--- src/rtl/serial_mag_cmp_pkg.sv ---
// Shared types and constants for the bit-serial magnitude comparator.
// The FSM state encoding and the default operand width live here.
package serial_mag_cmp_pkg;

    localparam int DEFAULT_WIDTH = 8;

    typedef enum logic [1:0] {
        IDLE = 2'd0,
        SCAN = 2'd1,
        DONE = 2'd2
    } state_t;

    typedef struct packed {
        logic lt;
        logic eq;
        logic gt;
    } result_t;

endpackage

--- src/rtl/serial_mag_cmp_bit_cmp_cell.sv ---
// Combinational 1-bit comparison cell; swap reverses the lt/gt sense so that
// a set sign bit reads as the smaller operand.
module bit_cmp_cell (
    input  logic a_bit,
    input  logic b_bit,
    input  logic swap,
    output logic eq_bit,
    output logic lt_bit,
    output logic gt_bit
);

    logic a_only;
    logic b_only;

    assign a_only = a_bit & ~b_bit;
    assign b_only = ~a_bit & b_bit;

    assign eq_bit = ~(a_bit ^ b_bit);
    assign lt_bit = swap ? a_only : b_only;
    assign gt_bit = swap ? b_only : a_only;

endmodule

--- src/rtl/serial_mag_cmp.sv ---
// Bit-serial magnitude comparator: scans captured operands MSB first, one bit
// per clock, and stops at the first differing bit or after the LSB.
module serial_mag_cmp
    import serial_mag_cmp_pkg::*;
#(
    parameter int WIDTH = DEFAULT_WIDTH
) (
    input  logic             clk,
    input  logic             rst,
    input  logic             start,
    input  logic [WIDTH-1:0] a,
    input  logic [WIDTH-1:0] b,
    input  logic             signed_mode,
    output logic             busy,
    output logic             done,
    output logic             lt,
    output logic             eq,
    output logic             gt
);

    localparam int                IDX_W   = $clog2(WIDTH);
    localparam logic [IDX_W-1:0] IDX_MSB = IDX_W'(WIDTH - 1);
    localparam logic [IDX_W-1:0] IDX_ONE = IDX_W'(1);

    state_t           state_q;
    state_t           state_d;
    logic [IDX_W-1:0] idx_q;
    logic [WIDTH-1:0] a_q;
    logic [WIDTH-1:0] b_q;
    logic             signed_q;
    result_t          res_q;

    logic accept;
    logic scanning;
    logic last_bit;
    logic finish;
    logic swap;
    logic eq_bit;
    logic lt_bit;
    logic gt_bit;

    assign accept   = start & (state_q != SCAN);
    assign scanning = (state_q == SCAN);
    assign last_bit = (idx_q == '0);
    assign finish   = scanning & (~eq_bit | last_bit);
    assign swap     = signed_q & (idx_q == IDX_MSB);

    bit_cmp_cell u_cell (
        .a_bit  (a_q[idx_q]),
        .b_bit  (b_q[idx_q]),
        .swap   (swap),
        .eq_bit (eq_bit),
        .lt_bit (lt_bit),
        .gt_bit (gt_bit)
    );

    always_ff @(posedge clk or posedge rst) begin
        if (rst) begin
            state_q <= IDLE;
        end else begin
            state_q <= state_d;
        end
    end

    // NOTE: every always_comb output takes a default first, so no path can infer a latch.
    always_comb begin
        state_d = state_q;
        case (state_q)
            IDLE:    state_d = start ? SCAN : IDLE;
            SCAN:    state_d = (~eq_bit | last_bit) ? DONE : SCAN;
            DONE:    state_d = start ? SCAN : IDLE;
            default: state_d = IDLE;
        endcase
    end

    // NOTE: the operand registers are ordinary flops, so they are cleared by reset like the rest.
    always_ff @(posedge clk or posedge rst) begin
        if (rst) begin
            idx_q    <= '0;
            a_q      <= '0;
            b_q      <= '0;
            signed_q <= 1'b0;
            res_q    <= '0;
        end else begin
            if (accept) begin
                a_q      <= a;
                b_q      <= b;
                signed_q <= signed_mode;
                idx_q    <= IDX_MSB;
            end else if (scanning && eq_bit && !last_bit) begin
                idx_q <= idx_q - IDX_ONE;
            end

            // Flags change only when a scan concludes; they hold otherwise.
            if (finish) begin
                res_q.lt <= lt_bit;
                res_q.eq <= eq_bit;
                res_q.gt <= gt_bit;
            end
        end
    end

    assign busy = (state_q == SCAN);
    assign done = (state_q == DONE);
    assign lt   = res_q.lt;
    assign eq   = res_q.eq;
    assign gt   = res_q.gt;

endmodule

--- config.mk ---
export PLATFORM = sky130hd
export DESIGN_NAME = serial_mag_cmp
export DESIGN_NICKNAME = d
export VERILOG_FILES = /design/src/rtl/serial_mag_cmp_pkg.sv /design/src/rtl/serial_mag_cmp_bit_cmp_cell.sv /design/src/rtl/serial_mag_cmp.sv
export SDC_FILE = /design/constraint.sdc
export NUM_CORES = 1
export LEC_CHECK = 0
export ABC_CLOCK_PERIOD_IN_PS = 3320
export CORE_MARGIN = 3
export CORE_UTILIZATION = 38
export CTS_CLUSTER_SIZE = 12
export DETAILED_ROUTE_END_ITERATION = 6
export PLACE_DENSITY = 0.67
export SYNTH_ARGS = -nofsm -noshare
export SYNTH_HDL_FRONTEND = slang
export SYNTH_HIERARCHICAL = 1
export SYNTH_SLANG_ARGS = --single-unit
--- constraint.sdc ---
create_clock -name clk -period 3.32 [get_ports clk]
set_input_delay 0.332 -clock clk [delete_from_list [all_inputs] [get_ports clk]]
set_output_delay 0.332 -clock clk [all_outputs]
set_load 0.02 [all_outputs]
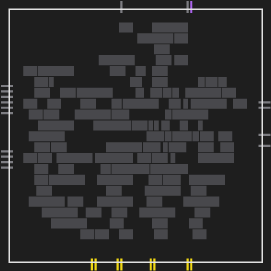
run_1/io_placement.png
Drawn at 4 px/um. Pins as bars across the die edge, other pins in gray.
| port | color | pins | direction | edge |
|---|---|---|---|---|
| `a` | yellow | 8 | input | south |
| `gt` | purple | 1 | output | north |
all pins by edge: 10 west, 8 south, 4 east, 3 north

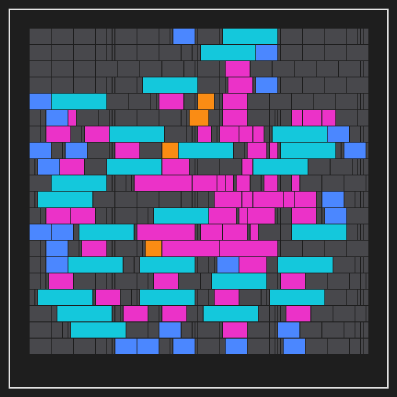
run_1/placement_by_type.png
Drawn at 6 px/um. Fill, decap, tap and diode cells in gray.
| class | color | cells | share of their area |
|---|---|---|---|
| clock drivers and dummy loads | orange | 4 | 2.1% |
| other buffers and delay cells | blue | 24 | 16% |
| flops | cyan | 25 | 42% |
| combinational and other logic | magenta | 56 | 39% |

==> Changelog: implementation, run 1 <==
### Implementation results

* Routed Antenna Nets at 0
* Max incr delay on CP at 0.59 ns
* Tool warnings at 29
* Top cells excl fill/tap: dfrtp_1, clkdlybuf4s50_1, mux2_2, inv_1, ha_1
* Clk root buf: clkbuf_4
* Final Cell Area at around 1500 um^2
* GR Layer Usage met1 at between 10% and 20%
* Reg power frac at 40.7%
* AND-OR/OR-AND Cells, Area Fraction at 3.05%
* M3 GR Usage at ~2.3%
* Cell area after synthesis at roughly 1200 um^2
* Die width at roughly 63 um
* Via Count at 755
* Overall routing resource usage at between 10% and 20%
* Syn Area/Cell at 14.8 um^2
* Pwr top: combinational cells
* Placed cells at approximately 150
* First-pass GRT wire length at between 3 and 4 mm
* Final setup vio count at 0
* Maximum VDD drop at approximately 320 uV
* GPL Wtd Cong at 0.751
* Yosys warning total at 6
* Post-synth area hogs: dfrtp_1, mux2_2, mux4_1
* Layout Utilization at approximately half
* Yosys cell count at 83
* Clock power share at between 10% and 20%
* Vias in the first global route at 798
* Uppermost layer routed: met3
* Status: completed
* DRC Markers at 0
* Internal power at about 860 uW
* Routed wire length at about 2.0 mm
* RSZ-0062 raised after global routing: false
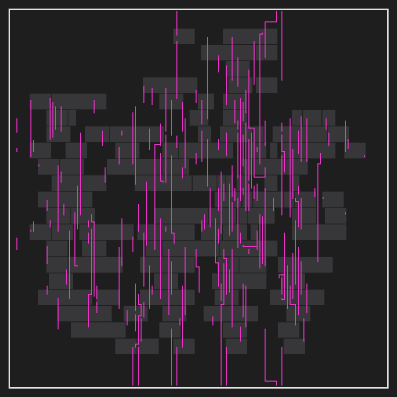
run_1/layer_met2.png
Drawn at 6 px/um.
wire length on this layer: 1040 um
main direction: vertical

## run 1: synth_stat cells
library cell / count
mux2i_1: 2
a21oi_1: 3
nand4_1: 2
mux4_1: 4
nand3_1: 1
nor2b_1: 1
o31a_1: 1
dfrtp_1: 25
nand2b_2: 1
inv_1: 6
nand2b_4: 1
mux2_2: 23
nor2_4: 1
o22a_1: 1
o21ai_0: 1
and3_1: 2
ha_1: 5
inv_2: 1
buf_6: 2
## run 1: final timing paths
check / startpoint / end / slack (ns) / depth (start not counted)
min: rst / b_q[3]$_DFFE_PP0P_ / 0.49 / 2
max reg2reg: idx_q[0]$_DFFE_PP0P_ / lt$_DFFE_PP0P_ / 0.74 / 5
max: idx_q[0]$_DFFE_PP0P_ / lt$_DFFE_PP0P_ / 0.74 / 5
min reg2reg: state_q[0]$_DFF_PP0_ / state_q[0]$_DFF_PP0_ / 0.51 / 1
max in group asynchronous: rst / state_q[0]$_DFF_PP0_ / 2.25 / 2
min in group clk: state_q[0]$_DFF_PP0_ / state_q[0]$_DFF_PP0_ / 0.51 / 1
## run 1: critical path, delay by kind of cell, from the launching register on
| kind | cells | cell delay (ns) |
|---|---|---|
| mux | 3 | 1.25 |
| flops | 1 | 0.55 |
| fa+ha+maj | 1 | 0.35 |
| compound gates | 1 | 0.31 |
## run 1: registers in the layout, summed over array words and instances, names as in the netlist
| name | cells |
|---|---|
| a_q | 8 |
| b_q | 8 |
| eq | 1 |
| gt | 1 |
| idx_q | 3 |
| lt | 1 |
| signed_q | 1 |
| state_q | 2 |
## run 1: layout make-up
class	instances	area, um^2
clock buffer	3	22.5
clock inverter	1	8.76
fill	285	1550
inverter	7	26.3
multi-input combinational	49	554
sequential	25	626
tap	44	55.1
timing repair buffer	24	240
run_1/clk_routes.png
Drawn at 10 px/um.
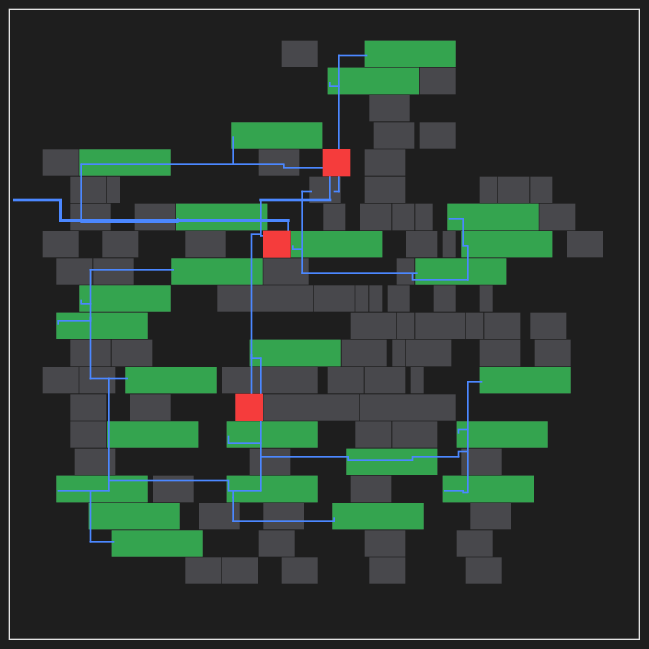

==> inputs of run 2 (changes only) <==
--- a/config.mk
+++ b/config.mk
@@ -5,12 +5,12 @@
 export SDC_FILE = /design/constraint.sdc
 export NUM_CORES = 1
 export LEC_CHECK = 0
-export ABC_CLOCK_PERIOD_IN_PS = 3320
+export ABC_CLOCK_PERIOD_IN_PS = 2100
 export CORE_MARGIN = 3
 export CORE_UTILIZATION = 38
 export CTS_CLUSTER_SIZE = 12
 export DETAILED_ROUTE_END_ITERATION = 6
-export PLACE_DENSITY = 0.67
+export PLACE_DENSITY = 0.69
 export SYNTH_ARGS = -nofsm -noshare
 export SYNTH_HDL_FRONTEND = slang
 export SYNTH_HIERARCHICAL = 1
==> constraint.sdc (replaced) <==
create_clock -name clk -period 2.1 [get_ports clk]
set_input_delay 0.21 -clock clk [delete_from_list [all_inputs] [get_ports clk]]
set_output_delay 0.21 -clock clk [all_outputs]
set_load 0.02 [all_outputs]
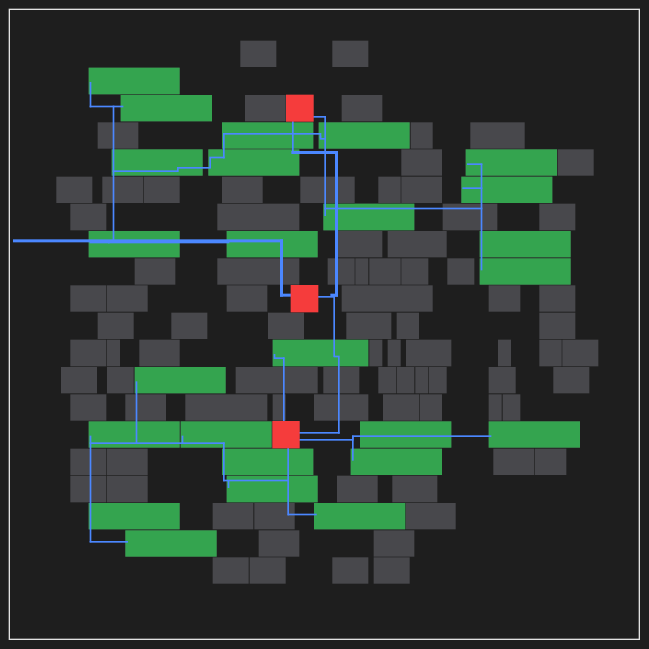
run_2/clk_routes.png
Drawn at 10 px/um.
[flip-flops] green | count: 25
[clock drivers] red | count: 3
[clock wires] blue | length: 267 um
routed clock nets: 4

==> run 2 against run 1 <==
Against the previous run: the flow now finishes with violations (setup timing); final cell count rose by 3.3%; fmax rose by 21%; core utilization grew 1.9 points; routed wire length up 6.6%; non-clock buffer count increased by 5; via count increased by 1.6%; global-route usage grew 1.1 points; clock power increased by 38%; die area unchanged; sequential power rose by about 60%; first-iteration DRC count down 5.3%; clock-buffer cell count rose by 1; critical path type unchanged.
==> Changelog: implementation, run 2 <==
### Implementation results

* Post-synth area hogs: dfrtp_1, mux2_2, mux4_1
* Placed cells at approximately 150
* Yosys cell count at 83
* Final setup vio count at 2
* Largest registers: a_q (8), b_q (8), idx_q (3)
* R2R depth at 5
* Layout Utilization at 51.7%
* Worst R2R Start: idx_q[0]$_DFFE_PP0P_
* Failing checks: setup timing
* Maximum VDD drop at 515 uV
* Post-synth EDFFs at 0
* RSZ-0062 raised after global routing: true
* First-pass GRT wire length at just under 4 mm
* Final WS setup at -0.0258 ns
* FF-to-FF End: gt$_DFFE_PP0P_
* Overall routing resource usage at between 10% and 20%
* Clk root buf: clkbuf_4
* Tool warnings at 32
* Cell area after synthesis at between 1000 and 1500 um^2
* GPL Wtd Cong at between 0.6 and 0.7
* Final Cell Area at approximately 1600 um^2
* Syn Area/Cell at 14.8 um^2
* Status: finished, violations left
* WP buf/inv at 0
* Async S/R FF share, synth at 100%
* DRC Markers at 0
* Top cells excl fill/tap: dfrtp_1, clkdlybuf4s50_1, mux2_2, inv_1, buf_4
* Die width at roughly 63 um
* Commonest cells in the netlist: dfrtp_1, mux2_2, inv_1
## run 2: what timing repair did
item                       4_1_cts  5_1_grt
setup endpoints to repair        7        7
resized                          1        0
pin swaps                        1        0
## run 2: metal layers
layer	up-vias	track usage (%)	part of all wire, %
met5	-	0	0
met3	4	3.24	5.5
li1	360	-	-
met1	383	14.9	41
met2	20	21.9	53
met4	0	4.96	0.87
## run 2: cells by family after synthesis
kind of cell,share of synthesized area [%]
buffers and inverters,3.97
AOI/OAI and AO/OA,3.05
DFF,50.9
adders and majority gates,5.09
muxes,31.3
and+or+nand+nor,5.70
## run 2: worst max-delay path by stage
stage	slack, ns	to	from	depth (start not counted)
2_1_floorplan	-0.03	gt$_DFFE_PP0P_	idx_q[0]$_DFFE_PP0P_	6
3_3_place_gp	-0.08	lt$_DFFE_PP0P_	idx_q[0]$_DFFE_PP0P_	5
3_5_place_dp	-0.13	lt$_DFFE_PP0P_	idx_q[0]$_DFFE_PP0P_	5
4_1_cts	-0.05	gt$_DFFE_PP0P_	idx_q[0]$_DFFE_PP0P_	5
5_1_grt	-0.13	gt$_DFFE_PP0P_	idx_q[0]$_DFFE_PP0P_	5
6_report	-0.03	gt$_DFFE_PP0P_	idx_q[0]$_DFFE_PP0P_	5
## run 2: cell type report
cell class | instances | area [um^2] | share of cell area [%]
clock buffers | 4 | 26.3 | 1.65
inverters | 7 | 26.3 | 1.65
multi-input cells | 49 | 578 | 36.3
flip-flops and latches | 25 | 627 | 39.4
well taps | 44 | 55.1 | 3.46
repair buffers | 29 | 278 | 17.5
## run 2: report_power, final
group / internal [uW] / total [uW] / switching (uW)
logic: 772 / 1280 / 505
registers: 708 / 854 / 146
clock network: 74.3 / 206 / 132
total: 1550 / 2340 / 783
## run 2: worst min-delay path, delay by kind of cell
family	cells	cell delay, ns
buf+inv	3	0.74
run_2/clocks.png
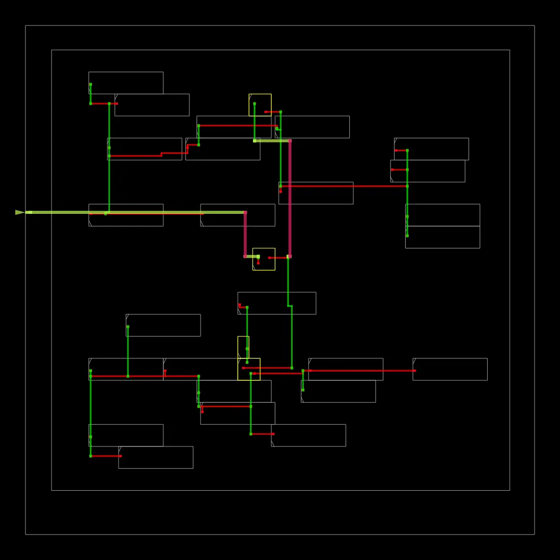

==> inputs of run 3 (changes only) <==
--- a/config.mk
+++ b/config.mk
@@ -6,7 +6,7 @@
 export NUM_CORES = 1
 export LEC_CHECK = 0
 export ABC_CLOCK_PERIOD_IN_PS = 2100
-export CORE_MARGIN = 3
+export CORE_MARGIN = 4
 export CORE_UTILIZATION = 38
 export CTS_CLUSTER_SIZE = 12
 export DETAILED_ROUTE_END_ITERATION = 6
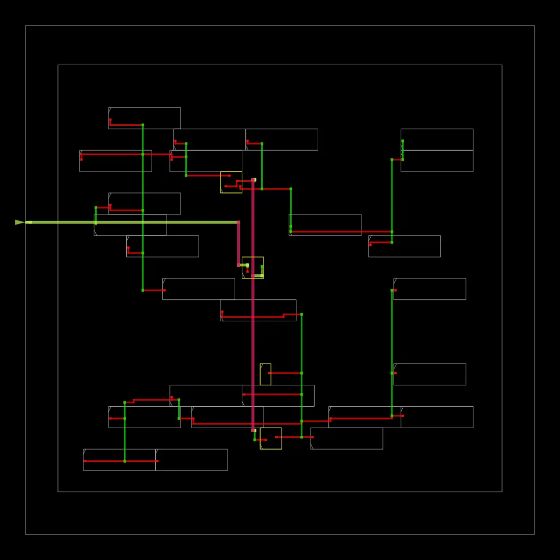
run_3/clocks.png
clock buffers: 4
clk_lat worst skew: 0.32 ns
number of buffers created by CTS: 3

==> run 3 against run 2 <==
Against the previous run: the run still ends with setup timing left; final cell count unchanged; critical path type unchanged; first-iteration DRC count up 56%; clock-buffer cell count unchanged; cell area unchanged; global-route usage down 0.99 points; critical path depth unchanged.
==> Changelog: implementation, run 3 <==
### Implementation results

* Post-synth EDFFs at 0
* Routed wire length at ~2.1 mm
* Via Count at 767
* Routed Antenna Nets at 0
* Simple Share, Synth at around 5.7%
* Max Buffers Root-to-Sink at 2
* Max incr delay on CP at around 0.5 ns
* Placed cells at 153
* Metal1 wirelength at 954 um
* Vias in the first global route at about 870
* Grt met2 use at 18.4%
* R2R setup slack at -0.04 ns
* Maximum VDD drop at approximately 600 uV
* Top comb family, area: multiplexers
* RSZ-0062 raised after global routing: true
* Met2 WL at between 1 and 1.5 mm
* Status: finished, violations left
* Layout Utilization at between 50% and 60%
* First-pass GRT wire length at around 3.8 mm
* Die width at approximately 65 um
* Uppermost layer routed: met4
* Post-synthesis adder-cell area fraction at around 5.1%
* Async S/R FF share, synth at 100%
* Tool warnings at 32
* Yosys warning total at 6
* DRC Markers at 0
* Worst R2R Start: idx_q[0]$_DFFE_PP0P_
* Post-synth area hogs: dfrtp_1, mux2_2, mux4_1
* Met3 wire length at roughly 130 um
* Cell area after synthesis at 1230 um^2
* WP buf/inv at 0
* Final-layout fill cell count at just under 300
* XOR/XNOR Area Share at 0%
* FF-to-FF End: gt$_DFFE_PP0P_
* Failing checks: setup timing
* Detailed Route Iter0 Violations at 28
* Mux frac, synth at a little under a third
* Gr busiest metal: met2
* Worst setup path endpoint: gt$_DFFE_PP0P_
* Largest registers: a_q (8), b_q (8), idx_q (3)
* Overall routing resource usage at 11.7%
* Yosys cell count at around 83
* R2R depth at 5
* Commonest cells in the netlist: dfrtp_1, mux2_2, inv_1
* Syn Area/Cell at 14.8 um^2
* Final setup vio count at 2
* Final WS setup at -0.0423 ns
* Top cells excl fill/tap: dfrtp_1, clkdlybuf4s50_1, mux2_2, inv_1, buf_4
* M3 GR Usage at approximately 3.6%
## run 3: cell counts in the layout (fill, tap and decap cells not counted)
Identical to the previous run, type by type.
## run 3: area by class of cell
| type | count | area (um^2) | area share (%) |
|---|---|---|---|
| flip-flops and latches | 25 | 627 | 39.4 |
| multi-input cells | 49 | 578 | 36.3 |
| repair buffers | 29 | 278 | 17.5 |
| well taps | 44 | 55.1 | 3.46 |
| clock buffers | 4 | 26.3 | 1.65 |
| inverters | 7 | 26.3 | 1.65 |
## run 3: worst min-delay path by stage
stage          cells after the start            from            endpoint  slack, ns
2_1_floorplan                      1             rst  a_q[0]$_DFFE_PP0P_       0.24
3_3_place_gp                       1  eq$_DFFE_PP0P_      eq$_DFFE_PP0P_       0.48
3_5_place_dp                       1  eq$_DFFE_PP0P_      eq$_DFFE_PP0P_       0.48
4_1_cts                            3             rst  b_q[5]$_DFFE_PP0P_       0.22
5_1_grt                            3             rst  a_q[6]$_DFFE_PP0P_       0.24
6_report                           3             rst  a_q[6]$_DFFE_PP0P_       0.21
## run 3: cell families after synthesis
| logic type | Yosys count |
|---|---|
| AND/OR/NAND/NOR | 9 |
| multiplexers | 29 |
| buffers and inverters | 9 |
| AND-OR/OR-AND | 6 |
| flip-flops | 25 |
| adder cells (fa/ha/maj) | 5 |
## run 3: where the power goes
| group | switching [uW] | internal [uW] | total [uW] |
|---|---|---|---|
| sequential | 151 | 708 | 858 |
| clock | 148 | 74.5 | 223 |
| combinational | 497 | 771 | 1270 |
| total | 796 | 1550 | 2350 |
## run 3: what timing repair did
item / CTS / global route
resized: 1 / 0
setup buffers: 1 / 0
pin swaps: 1 / 1
endpoints found under the setup margin: 7 / 7
hold buffers: 0 / 0
Power figures rest on the tool's default switching activity, not on a simulated workload.
